`src/rtl/vector_lane_sequencer.sv`:
```
// vector_lane_sequencer: execute-stage beat sequencer sweeping a vector op over the ALU pool.
// Optional: VSEQ_SCALAR_BYPASS_EN collapses OpType 00 launches to a single lane-0 beat.

module vector_lane_sequencer #(
  parameter int LANES     = 8,
  parameter int ALU_COUNT = 2
) (
  input  logic                     clk,
  input  logic                     rst,
  input  logic                     Start,
  input  logic [1:0]               OpType,
  input  logic                     Stall,
  input  logic                     Retire,
  output logic                     Busy,
  output logic                     LaneValid,
  output logic [$clog2(LANES)-1:0] LaneBase,
  output logic [ALU_COUNT-1:0]     LaneMask,
  output logic                     Exe_Finished
);

  localparam int BW = $clog2(LANES);

  localparam logic [BW:0] STEP = (BW+1)'(ALU_COUNT);
  localparam logic [BW:0] LIM  = (BW+1)'(LANES);

  localparam logic [ALU_COUNT-1:0] LANE0 = ALU_COUNT'(1);

  localparam logic [2:0] S_IDLE = 3'b001;
  localparam logic [2:0] S_RUN  = 3'b010;
  localparam logic [2:0] S_DONE = 3'b100;

  logic [2:0]           state_q;
  logic [2:0]           state_d;
  logic [BW-1:0]        base_q;
  logic [BW-1:0]        base_d;
  logic [1:0]           op_q;
  logic [1:0]           op_d;
  logic [BW:0]          base_sum;
  logic                 last_beat;
  logic                 scalar;
  logic [ALU_COUNT-1:0] mask_full;

`ifdef VSEQ_SCALAR_BYPASS_EN
  assign scalar = (op_q == 2'b00);
`else
  logic unused_op;
  assign scalar    = 1'b0;
  assign unused_op = ^op_q;
`endif

  // One extra bit so the step past the last lane cannot wrap.
  assign base_sum  = {1'b0, base_q} + STEP;
  assign last_beat = scalar | (base_sum >= LIM);

  always_ff @(posedge clk or posedge rst) begin
    if (rst) begin
      state_q <= S_IDLE;
      base_q  <= '0;
      op_q    <= 2'b00;
    end else begin
      state_q <= state_d;
      base_q  <= base_d;
      op_q    <= op_d;
    end
  end

  always_comb begin
    state_d = state_q;
    base_d  = base_q;
    op_d    = op_q;
    unique case (1'b1)
      state_q[0]: begin
        if (Start) begin
          state_d = S_RUN;
          base_d  = '0;
          op_d    = OpType;
        end
      end
      state_q[1]: begin
        if (!Stall) begin
          if (last_beat) begin
            state_d = S_DONE;
          end else begin
            base_d = base_sum[BW-1:0];
          end
        end
      end
      state_q[2]: begin
        if (Retire) begin
          base_d = '0;
          if (Start) begin
            state_d = S_RUN;
            op_d    = OpType;
          end else begin
            state_d = S_IDLE;
          end
        end
      end
      default: begin
        state_d = S_IDLE;
        base_d  = '0;
      end
    endcase
  end

  always_comb begin
    mask_full = '0;
    for (int i = 0; i < ALU_COUNT; i++) begin
      mask_full[i] = ({1'b0, base_q} + (BW+1)'(i)) < LIM;
    end
  end

  always_comb begin
    Busy         = state_q[1] | state_q[2];
    LaneValid    = state_q[1];
    LaneBase     = base_q;
    Exe_Finished = state_q[2];
    LaneMask     = '0;
    if (state_q[1]) begin
      LaneMask = scalar ? LANE0 : mask_full;
    end
  end

  a_onehot: assert property (
    @(posedge clk) disable iff (rst) $onehot(state_q));

  a_base_range: assert property (
    @(posedge clk) disable iff (rst) ({1'b0, base_q} < LIM));

endmodule
```
`config.mk`:
```
export PLATFORM = sky130hd
export DESIGN_NAME = vector_lane_sequencer
export DESIGN_NICKNAME = d
export VERILOG_FILES = /design/src/rtl/vector_lane_sequencer.sv
export SDC_FILE = /design/constraint.sdc
export NUM_CORES = 1
export LEC_CHECK = 0
export CORE_AREA = 2 2 39 41
export CTS_CLUSTER_SIZE = 25
export DETAILED_ROUTE_END_ITERATION = 16
export DIE_AREA = 0 0 41 43
export PLACE_DENSITY = 0.49
export REMOVE_ABC_BUFFERS = 1
export SYNTH_ARGS = -nofsm -noshare
export SYNTH_HDL_FRONTEND = slang
export SYNTH_SLANG_ARGS = --single-unit
```
`constraint.sdc`:
```
create_clock -name clk -period 1.6 [get_ports clk]
set_clock_uncertainty 0.05 [all_clocks]
set_input_delay 0.32 -clock clk [delete_from_list [all_inputs] [get_ports clk]]
set_output_delay 0.32 -clock clk [all_outputs]
set_load 0.005 [all_outputs]
```
Selected gate families:
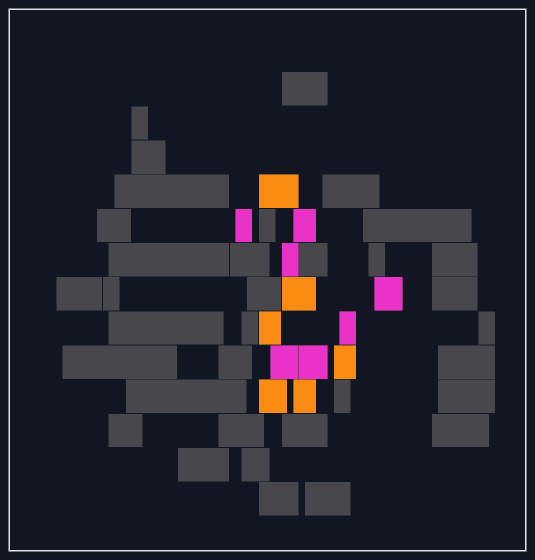
| color | family | cells |
|---|---|---|
| orange | inverting AOI/OAI gates | 6 |
| magenta | NAND gates | 7 |

Wiring by layer:
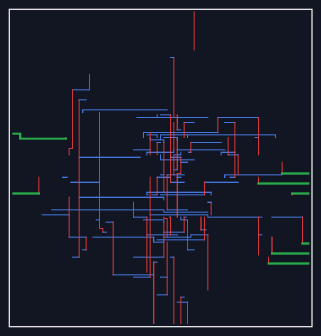
| color | layer | wire length |
|---|---|---|
| red | metal 2 | 252 um |
| green | metal 3 | 35.0 um |
| blue | metal 1 | 272 um |

Clock wiring as the flow saved it:
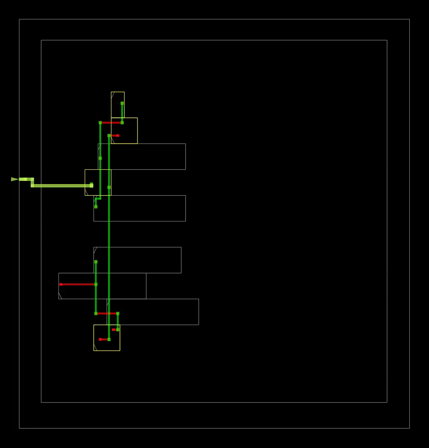
total CTS buffers: 3
Worst-Skew Late Latency: 0.23 ns
flip-flops: 5
power in the clock group: 138 uW

==> impl_metrics.xml <==
<?xml version="1.0" encoding="UTF-8"?>
<metrics>
  <group name="place">
    <metric name="gp_congestion" unit="">0.647</metric>
  </group>
  <group name="synthesis">
    <metric name="syn_avg_cell_area" unit="um2">9.31</metric>
    <metric name="synth.yosys.warnings" unit="">0</metric>
    <metric name="synthDominantAreaCellType" unit="">dfrtp_1</metric>
    <metric name="netlist.area_leader.share" unit="">0.336</metric>
    <metric name="synth_cell_type_count" unit="">20</metric>
    <metric name="postSynthRegisterBits" unit="">5</metric>
    <metric name="fraction_of_the_yosys_area_taken_by_sequential_cells" unit="">0.424</metric>
    <metric name="synthFlopType" unit="">dfrtp_1</metric>
  </group>
  <group name="final_layout">
    <metric name="area.growth.synth_to_final" unit="%">57.6</metric>
  </group>
  <group name="job">
    <metric name="tool_warnings" unit="">27</metric>
  </group>
  <group name="pwr">
    <metric name="worst_ir_drop_vdd" unit="V">0.000582</metric>
  </group>
  <group name="setup_path">
    <metric name="path_type_of_the_worst_setup_path" unit="">reg2out</metric>
    <metric name="startpoint_class" unit="">flip-flop</metric>
  </group>
  <group name="global_route">
    <metric name="track_usage" unit="">0.0808</metric>
    <metric name="grt_pass1_vias" unit="">250</metric>
  </group>
  <group name="detailed_routing">
    <metric name="vias_per_cell" unit="">4.08</metric>
    <metric name="finalWirelength" unit="um">558</metric>
    <metric name="ant_nets" unit="">0</metric>
  </group>
  <group name="final_timing">
    <metric name="finalSetupTns" unit="ns">0</metric>
    <metric name="maxClockFrequency" unit="GHz">0.649</metric>
  </group>
  <group name="die">
    <metric name="die_area" unit="um2">1760</metric>
    <metric name="pin_count" unit="">15</metric>
  </group>
  <group name="run_status">
    <metric name="run_status" unit="">finished clean</metric>
  </group>
</metrics>
I/O nets highlighted:
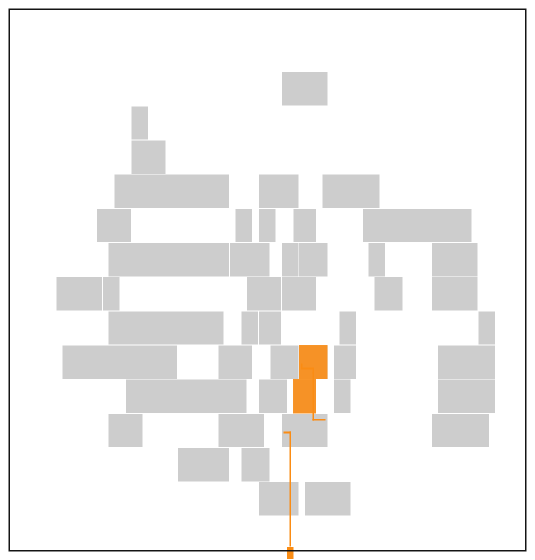
| color | port | bits | direction | edge | end cells | buffers | wire |
|---|---|---|---|---|---|---|---|
| orange | `Retire` | 1 | input | bottom | 2 | 1 | 15.7 um |

Clock distribution:
The bar under the picture is 10 um long.
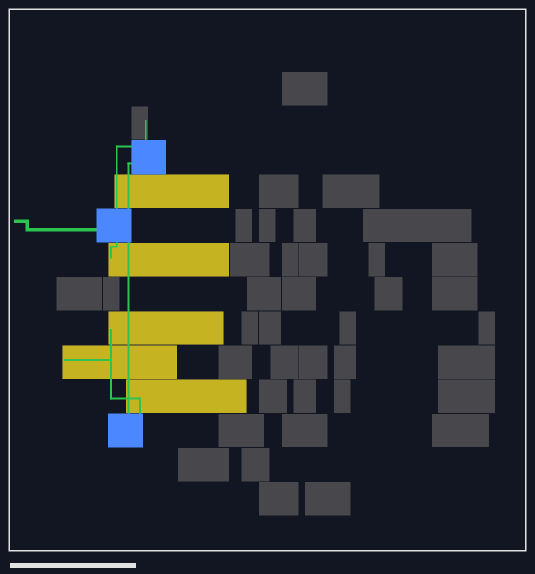
[yellow] flip-flops | count: 5
[blue] clock drivers | count: 3
[green] clock wires | length: 58.5 um
routed clock nets: 4

worst max-delay path, stage by stage (launching register included):
cell and delay, ns:
dfrtp_1 0.36, buf_4 0.14, clkdlybuf4s50_1 0.43
cell type report:
cell class	count	area share
multi-input cells	21	0.301
repair buffers	14	0.304
well taps	16	0.0427
flip-flops and latches	5	0.272
clock buffers	4	0.0560
inverters	3	0.0240
placed cells by master, fill, tap and decap left out:
cell type / count
a211o_1: 1
a21oi_1: 1
and3_1: 1
buf_4: 2
buf_6: 1
clkbuf_1: 1
clkbuf_4: 3
clkdlybuf4s50_1: 7
conb_1: 1
dfrtp_1: 3
dfrtp_2: 1
dfstp_2: 1
dlygate4sd2_1: 1
dlymetal6s2s_1: 3
ha_1: 1
inv_1: 3
nand2_1: 3
nand2b_1: 3
nand3_1: 1
nor2_1: 2
nor4b_4: 1
o211ai_1: 1
o21ai_0: 2
o22ai_1: 1
o2bb2ai_1: 1
or2_1: 1
path summary, 6_finish.rpt:
kind | from | cells past startpoint | endpoint | slack [ns]
max | state_q[2] | 2 | Exe_Finished | 0.06
min | rst | 2 | LaneBase[2] | 0.22
max reg2reg | LaneBase[1] | 4 | LaneBase[1] | 0.21
min reg2reg | LaneBase[2] | 1 | LaneBase[2] | 0.48
max in group asynchronous | rst | 2 | state_q[0] | 1.04
min in group clk | LaneBase[2] | 1 | LaneBase[2] | 0.48
power by group:
group	switching, uW	internal (uW)
combinational	162	263
clock	44.2	93.8
sequential	47.0	190
total	253	546
logic make-up (layout without fill, tap and decap cells):
family	count (synthesis)	in the layout	share of synthesized area
DFF	5	5	0.424
and+or+nand+nor	12	12	0.265
AOI/OAI and AO/OA	7	7	0.155
other	1	1	0.0126
adders and majority gates	1	1	0.0420
buffers and inverters	6	21	0.101
through the flow:
step / power, uW / utilization / instances / worst slack, ns / hold slack, ns
6_report: 799 / 0.339 / 63 / 0.0601 / 0.224
5_1_grt: 881 / 0.339 / 63 / 0.0208 / 0.256
4_1_cts: 829 / 0.334 / 63 / 0.0293 / 0.222
3_5_place_dp: 653 / 0.301 / 57 / 0.0789 / 0.476
3_3_place_gp: 651 / 0.301 / 57 / 0.0709 / 0.478
2_1_floorplan: 424 / - / 29 / 0.271 / 0.0478
per-layer routing:
layer,vias up,global-route usage,share of wire
li1,133,-,-
met1,116,0.108,0.49
met2,8,0.109,0.45
met3,0,0.0157,0.061
met4,0,0.0600,0
met5,-,0,0
cell usage after synthesis, drive strengths merged, types with 2 or more instances:
| cell | number |
|---|---|
| dfrtp | 4 |
| inv | 3 |
| nand2 | 3 |
| nand2b | 3 |
| buf | 2 |
| nor2 | 2 |
| o21ai | 2 |
sequential cells by signal, indices dropped and copies added (netlist names):
register  count
LaneBase      2
state_q       3
what timing repair did:
| action | in CTS | in global routing |
|---|---|---|
| endpoints found under the hold margin | 0 | 0 |
| setup endpoints to repair | 5 | 3 |
| setup buffers | 2 | 0 |
| gates resized | 3 | 3 |
Power and IR drop assume default switching activity.
